final_clocks.png
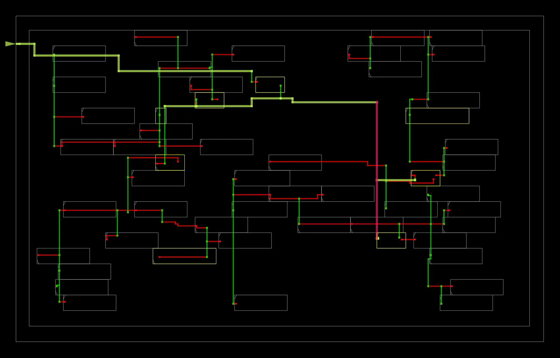
metal_stack.png
Drawn at 4 px/um.
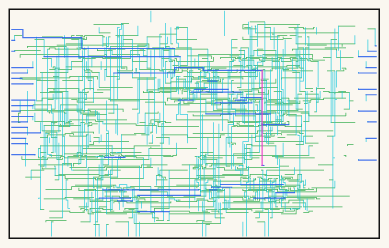
pins.png
Drawn at 6 px/um. Pins as bars across the die edge, other pins in grey.
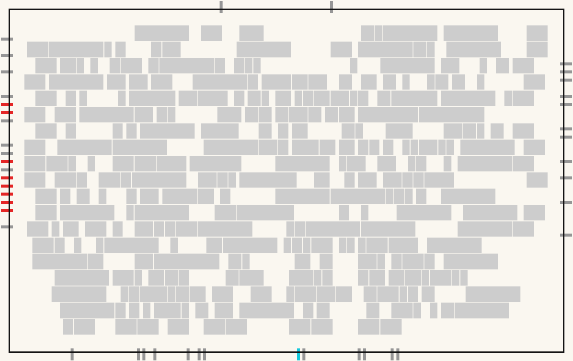
cell_classes.png
Drawn at 4 px/um.
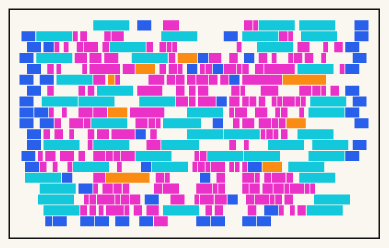
density.png
Drawn at 6 px/um. 9 x 6 tiles, from black (low) to pale yellow (high), 0 to 100% covered.
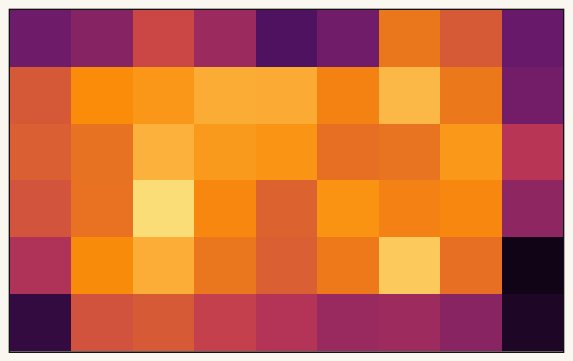
`src/rtl/lfsr_pkg.sv`:
```
// Shared LFSR definitions: burst FSM state type and maximal-length tap masks
// for widths 4..16 (mask bit i feeds state bit i into the feedback XOR).
package lfsr_pkg;

   localparam int LFSR_REM_W = 9;

   typedef enum logic {
      BURST_IDLE = 1'b0,
      BURST_RUN  = 1'b1
   } burst_state_e;

   // Mask bit k corresponds to polynomial term x^(k+1) for a left-shifting register.
   function automatic logic [15:0] lfsr_taps(input int width);
      case (width)
         4:       return 16'h000C;
         5:       return 16'h0014;
         6:       return 16'h0030;
         7:       return 16'h0060;
         8:       return 16'h00B8;
         9:       return 16'h0110;
         10:      return 16'h0240;
         11:      return 16'h0500;
         12:      return 16'h0829;
         13:      return 16'h100D;
         14:      return 16'h2015;
         15:      return 16'h6000;
         16:      return 16'hD008;
         default: return 16'h0000;
      endcase
   endfunction

endpackage

```
`src/rtl/lfsr_gen_if.sv`:
```
// Control/status bundle of the LFSR generator; the master drives the controls.
interface lfsr_gen_if #(
   parameter int WIDTH = 8
);
   import lfsr_pkg::*;

   logic             LFSR_EN;
   logic             LOAD;
   logic [WIDTH-1:0] SEED_IN;
   logic             START;
   logic [7:0]       BURST_LEN;
   logic             BUSY;
   logic             DONE;
   logic             LFSR_BIT;
   logic [WIDTH-1:0] LFSR_STATE;
   logic             LFSR_PERIOD;
   logic [WIDTH-1:0] PERIOD_LEN;
   logic             MAXIMAL;
   burst_state_e     burst_state;

   // Burst handshake: START is accepted only while BUSY=0 (the DONE cycle included);
   // BUSY rises the cycle after acceptance and DONE pulses on the edge taking the last step.
   modport master (
      output LFSR_EN, LOAD, SEED_IN, START, BURST_LEN,
      input  BUSY, DONE, LFSR_BIT, LFSR_STATE, LFSR_PERIOD, PERIOD_LEN, MAXIMAL, burst_state
   );

   modport slave (
      input  LFSR_EN, LOAD, SEED_IN, START, BURST_LEN,
      output BUSY, DONE, LFSR_BIT, LFSR_STATE, LFSR_PERIOD, PERIOD_LEN, MAXIMAL, burst_state
   );

endinterface

```
`src/rtl/lfsr_burst_ctl.sv`:
```
// Burst FSM: counts a requested number of LFSR steps and flags the end of the burst.
module lfsr_burst_ctl
   import lfsr_pkg::*;
(
   input  logic         clk_i,
   input  logic         rst_ni,
   input  logic         start_i,
   input  logic [7:0]   burst_len_i,
   input  logic         step_i,
   output logic         busy_o,
   output logic         done_o,
   output burst_state_e state_o
);

   burst_state_e            state_q;
   logic [LFSR_REM_W-1:0]   rem_q;
   logic                    busy_q;
   logic                    done_q;

   always_ff @(posedge clk_i or negedge rst_ni) begin
      if (!rst_ni) begin
         state_q <= BURST_IDLE;
         rem_q   <= '0;
         busy_q  <= 1'b0;
         done_q  <= 1'b0;
      end else begin
         done_q <= 1'b0;
         case (state_q)
            BURST_IDLE: begin
               if (start_i) begin
                  state_q <= BURST_RUN;
                  busy_q  <= 1'b1;
                  // A length of zero encodes a full 256-step burst.
                  rem_q   <= (burst_len_i == 8'd0) ? 9'd256 : {1'b0, burst_len_i};
               end
            end
            BURST_RUN: begin
               if (step_i) begin
                  if (rem_q == 9'd1) begin
                     state_q <= BURST_IDLE;
                     busy_q  <= 1'b0;
                     done_q  <= 1'b1;
                     rem_q   <= '0;
                  end else begin
                     rem_q <= rem_q - 9'd1;
                  end
               end
            end
            default: begin
               state_q <= BURST_IDLE;
               busy_q  <= 1'b0;
            end
         endcase
      end
   end

   assign busy_o  = busy_q;
   assign done_o  = done_q;
   assign state_o = state_q;

endmodule

```
`src/rtl/lfsr_gen.sv`:
```
// Fibonacci LFSR with free-run and burst stepping, seed load and period measurement.
module lfsr_gen
   import lfsr_pkg::*;
#(
   parameter int               WIDTH = 8,
   parameter logic [WIDTH-1:0] TAPS  = WIDTH'(lfsr_taps(WIDTH)),
   parameter logic [WIDTH-1:0] SEED  = WIDTH'(1)
) (
   input  logic       CLK,
   input  logic       RESET,
   lfsr_gen_if.slave  bus
);

   localparam logic [WIDTH-1:0] CNT_MAX = '1;

   logic [WIDTH-1:0] state_q, state_d;
   logic [WIDTH-1:0] ref_q,   ref_d;
   logic [WIDTH-1:0] cnt_q,   cnt_d;
   logic [WIDTH-1:0] plen_q,  plen_d;
   logic             per_q,   per_d;

   logic             fb;
   logic             step;
   logic             busy;
   logic [WIDTH-1:0] next_state;
   logic [WIDTH-1:0] load_val;
   logic [WIDTH-1:0] cnt_inc;

   assign fb         = ^(state_q & TAPS);
   assign next_state = {state_q[WIDTH-2:0], fb};
   assign load_val   = (bus.SEED_IN == '0) ? SEED : bus.SEED_IN;
   assign step       = !bus.LOAD && (bus.LFSR_EN || busy);
   assign cnt_inc    = cnt_q + WIDTH'(1);

   lfsr_burst_ctl u_burst_ctl (
      .clk_i       (CLK),
      .rst_ni      (RESET),
      .start_i     (bus.START),
      .burst_len_i (bus.BURST_LEN),
      .step_i      (step),
      .busy_o      (busy),
      .done_o      (bus.DONE),
      .state_o     (bus.burst_state)
   );

   always_comb begin
      state_d = state_q;
      ref_d   = ref_q;
      cnt_d   = cnt_q;
      plen_d  = plen_q;
      per_d   = 1'b0;
      if (bus.LOAD) begin
         state_d = load_val;
         ref_d   = load_val;
         cnt_d   = '0;
      end else if (step) begin
         state_d = next_state;
         // A saturated counter means the reference was never revisited; freeze measurement.
         if (cnt_q != CNT_MAX) begin
            if (next_state == ref_q) begin
               plen_d = cnt_inc;
               cnt_d  = '0;
               per_d  = 1'b1;
            end else begin
               cnt_d = cnt_inc;
               if (cnt_inc == CNT_MAX) begin
                  plen_d = '0;
               end
            end
         end
      end
   end

   always_ff @(posedge CLK or negedge RESET) begin
      if (!RESET) begin
         state_q <= SEED;
         ref_q   <= SEED;
         cnt_q   <= '0;
         plen_q  <= '0;
         per_q   <= 1'b0;
      end else begin
         state_q <= state_d;
         ref_q   <= ref_d;
         cnt_q   <= cnt_d;
         plen_q  <= plen_d;
         per_q   <= per_d;
      end
   end

   assign bus.BUSY        = busy;
   assign bus.LFSR_BIT    = state_q[WIDTH-1];
   assign bus.LFSR_STATE  = state_q;
   assign bus.LFSR_PERIOD = per_q;
   assign bus.PERIOD_LEN  = plen_q;
   assign bus.MAXIMAL     = (plen_q == CNT_MAX);

endmodule

```
`src/flat_wrapper.sv`:
```
// flat-port wrapper written by rule: the top's interface ports become plain ports
module lfsr_gen_flat import lfsr_pkg::*;
#(
   parameter int               WIDTH = 8,
   parameter logic [WIDTH-1:0] TAPS  = WIDTH'(lfsr_taps(WIDTH)),
   parameter logic [WIDTH-1:0] SEED  = WIDTH'(1)
)
  (CLK, RESET, bus_LFSR_EN, bus_LOAD, bus_SEED_IN, bus_START, bus_BURST_LEN, bus_BUSY, bus_DONE, bus_LFSR_BIT, bus_LFSR_STATE, bus_LFSR_PERIOD, bus_PERIOD_LEN, bus_MAXIMAL, bus_burst_state);
  lfsr_gen_if #(.WIDTH(WIDTH)) bus_i ();
  input  logic CLK;
  input  logic RESET;
  input wire logic [$bits(bus_i.LFSR_EN)-1:0] bus_LFSR_EN;
  input wire logic [$bits(bus_i.LOAD)-1:0] bus_LOAD;
  input wire logic [$bits(bus_i.SEED_IN)-1:0] bus_SEED_IN;
  input wire logic [$bits(bus_i.START)-1:0] bus_START;
  input wire logic [$bits(bus_i.BURST_LEN)-1:0] bus_BURST_LEN;
  output wire logic [$bits(bus_i.BUSY)-1:0] bus_BUSY;
  output wire logic [$bits(bus_i.DONE)-1:0] bus_DONE;
  output wire logic [$bits(bus_i.LFSR_BIT)-1:0] bus_LFSR_BIT;
  output wire logic [$bits(bus_i.LFSR_STATE)-1:0] bus_LFSR_STATE;
  output wire logic [$bits(bus_i.LFSR_PERIOD)-1:0] bus_LFSR_PERIOD;
  output wire logic [$bits(bus_i.PERIOD_LEN)-1:0] bus_PERIOD_LEN;
  output wire logic [$bits(bus_i.MAXIMAL)-1:0] bus_MAXIMAL;
  output wire logic [$bits(bus_i.burst_state)-1:0] bus_burst_state;
  assign bus_i.LFSR_EN = bus_LFSR_EN;
  assign bus_i.LOAD = bus_LOAD;
  assign bus_i.SEED_IN = bus_SEED_IN;
  assign bus_i.START = bus_START;
  assign bus_i.BURST_LEN = bus_BURST_LEN;
  assign bus_BUSY = bus_i.BUSY;
  assign bus_DONE = bus_i.DONE;
  assign bus_LFSR_BIT = bus_i.LFSR_BIT;
  assign bus_LFSR_STATE = bus_i.LFSR_STATE;
  assign bus_LFSR_PERIOD = bus_i.LFSR_PERIOD;
  assign bus_PERIOD_LEN = bus_i.PERIOD_LEN;
  assign bus_MAXIMAL = bus_i.MAXIMAL;
  assign bus_burst_state = bus_i.burst_state;
  lfsr_gen #(.WIDTH(WIDTH), .TAPS(TAPS), .SEED(SEED)) u_core (.CLK(CLK), .RESET(RESET), .bus(bus_i));
endmodule
```
`config.mk`:
```
export PLATFORM = sky130hd
export DESIGN_NAME = lfsr_gen_flat
export DESIGN_NICKNAME = d
export VERILOG_FILES = /design/src/rtl/lfsr_pkg.sv /design/src/rtl/lfsr_gen_if.sv /design/src/rtl/lfsr_burst_ctl.sv /design/src/rtl/lfsr_gen.sv /design/src/flat_wrapper.sv
export SDC_FILE = /design/constraint.sdc
export NUM_CORES = 1
export LEC_CHECK = 0
export CAP_MARGIN = 20
export CORE_ASPECT_RATIO = 0.6
export CORE_MARGIN = 2
export CORE_UTILIZATION = 53
export DETAILED_ROUTE_END_ITERATION = 8
export PLACE_DENSITY_LB_ADDON = 0.15
export REMOVE_ABC_BUFFERS = 1
export SYNTH_ARGS = -nofsm -noshare
export SYNTH_HDL_FRONTEND = slang
export SYNTH_HIERARCHICAL = 1
export SYNTH_SLANG_ARGS = --single-unit
export TNS_END_PERCENT = 5
```
`constraint.sdc`:
```
create_clock -name CLK -period 2.36 [get_ports CLK]
set_input_delay 0.236 -clock CLK [delete_from_list [all_inputs] [get_ports CLK]]
set_output_delay 0.236 -clock CLK [all_outputs]
set_load 0.05 [all_outputs]
```
==> results.py <==
# Auto-generated metrics
metrics = {
    "outcome": {
        "outcome": "completed",
    },
    "placement": {
        "dp_slack_ns": 0.323,
        "dpl.cell_count": 362,
        "dp_hpwl_um": 4180,
    },
    "die": {
        "die_w_um": 92.2,
        "die_y_um": 56.9,
        "fp-utilization_pct": 54.7,
    },
    "min_path": {
        "worstHoldPathType": "input pin to async pin",
    },
    "clock_tree": {
        "cts_root_buf": "clkbuf_8",
        "cts_tree": "built",
    },
    "synthesis": {
        "adder_share_pct": 2.03,
        "netlist_top_cells_count": "43 x dfrtp_1, 28 x o21ai_0, 21 x inv_1, 21 x nand2_1, 19 x nor2_1",
        "mux_share_pct": 4.91,
        "yosys_cells": 255,
        "yosysSeqAreaShare_pct": 45.7,
        "synth_cell_type_count": 49,
    },
    "timing": {
        "rsz0062_at_grt": "false",
        "finalClockPeriodUsage_pct": 87.9,
        "tns_ns": 0,
    },
    "worst_setup_path": {
        "path_cells": "and4_1 -> nand4_1 -> xor2_1 -> o41ai_4 -> o22ai_1",
    },
    "final_layout": {
        "dominant_cells": "multi-input combinational cells",
        "final_common_cell": "dfrtp_1",
        "seqCellArea_um2": 1130,
        "largest_reg_flops": 9,
    },
    "power_and_ir_drop": {
        "ir_worst_vdd_uv": 426,
    },
    "grt": {
        "overflow": 0,
        "grtUsageMet2_pct": 32.9,
    },
    "drt": {
        "avgViaCountPerCell": 5.57,
        "drc": 0,
        "wl_um": 5510,
    },
}
Back to the opening pictures, final_clocks.png:
number of buffers created by CTS: 5
Sink Count: 45
Seq cells: 45
CLK BUF: 5

Back to the opening pictures, metal_stack.png:
Blue marks met3, wire length 383 um. Green marks met1, wire length 2830 um. Magenta marks met4, wire length 23.8 um. Cyan marks met2, wire length 2270 um.

Back to the opening pictures, pins.png:
Cyan marks bus_START, pins 1, direction input, edge south. Red marks bus_SEED_IN, pins 8, direction input, edge west.

Back to the opening pictures, cell_classes.png:
Orange marks clock drivers and dummy loads, cells 8. Cyan marks flip-flops, cells 45. Blue marks other buffers and delay cells, cells 56. Magenta marks all other logic, cells 199.

Back to the opening pictures, density.png:
The mean over all tiles is 59%. 24% of the tiles are over 75% full. The fullest tile reaches 93%. The emptiest ninth of the die: south-east.

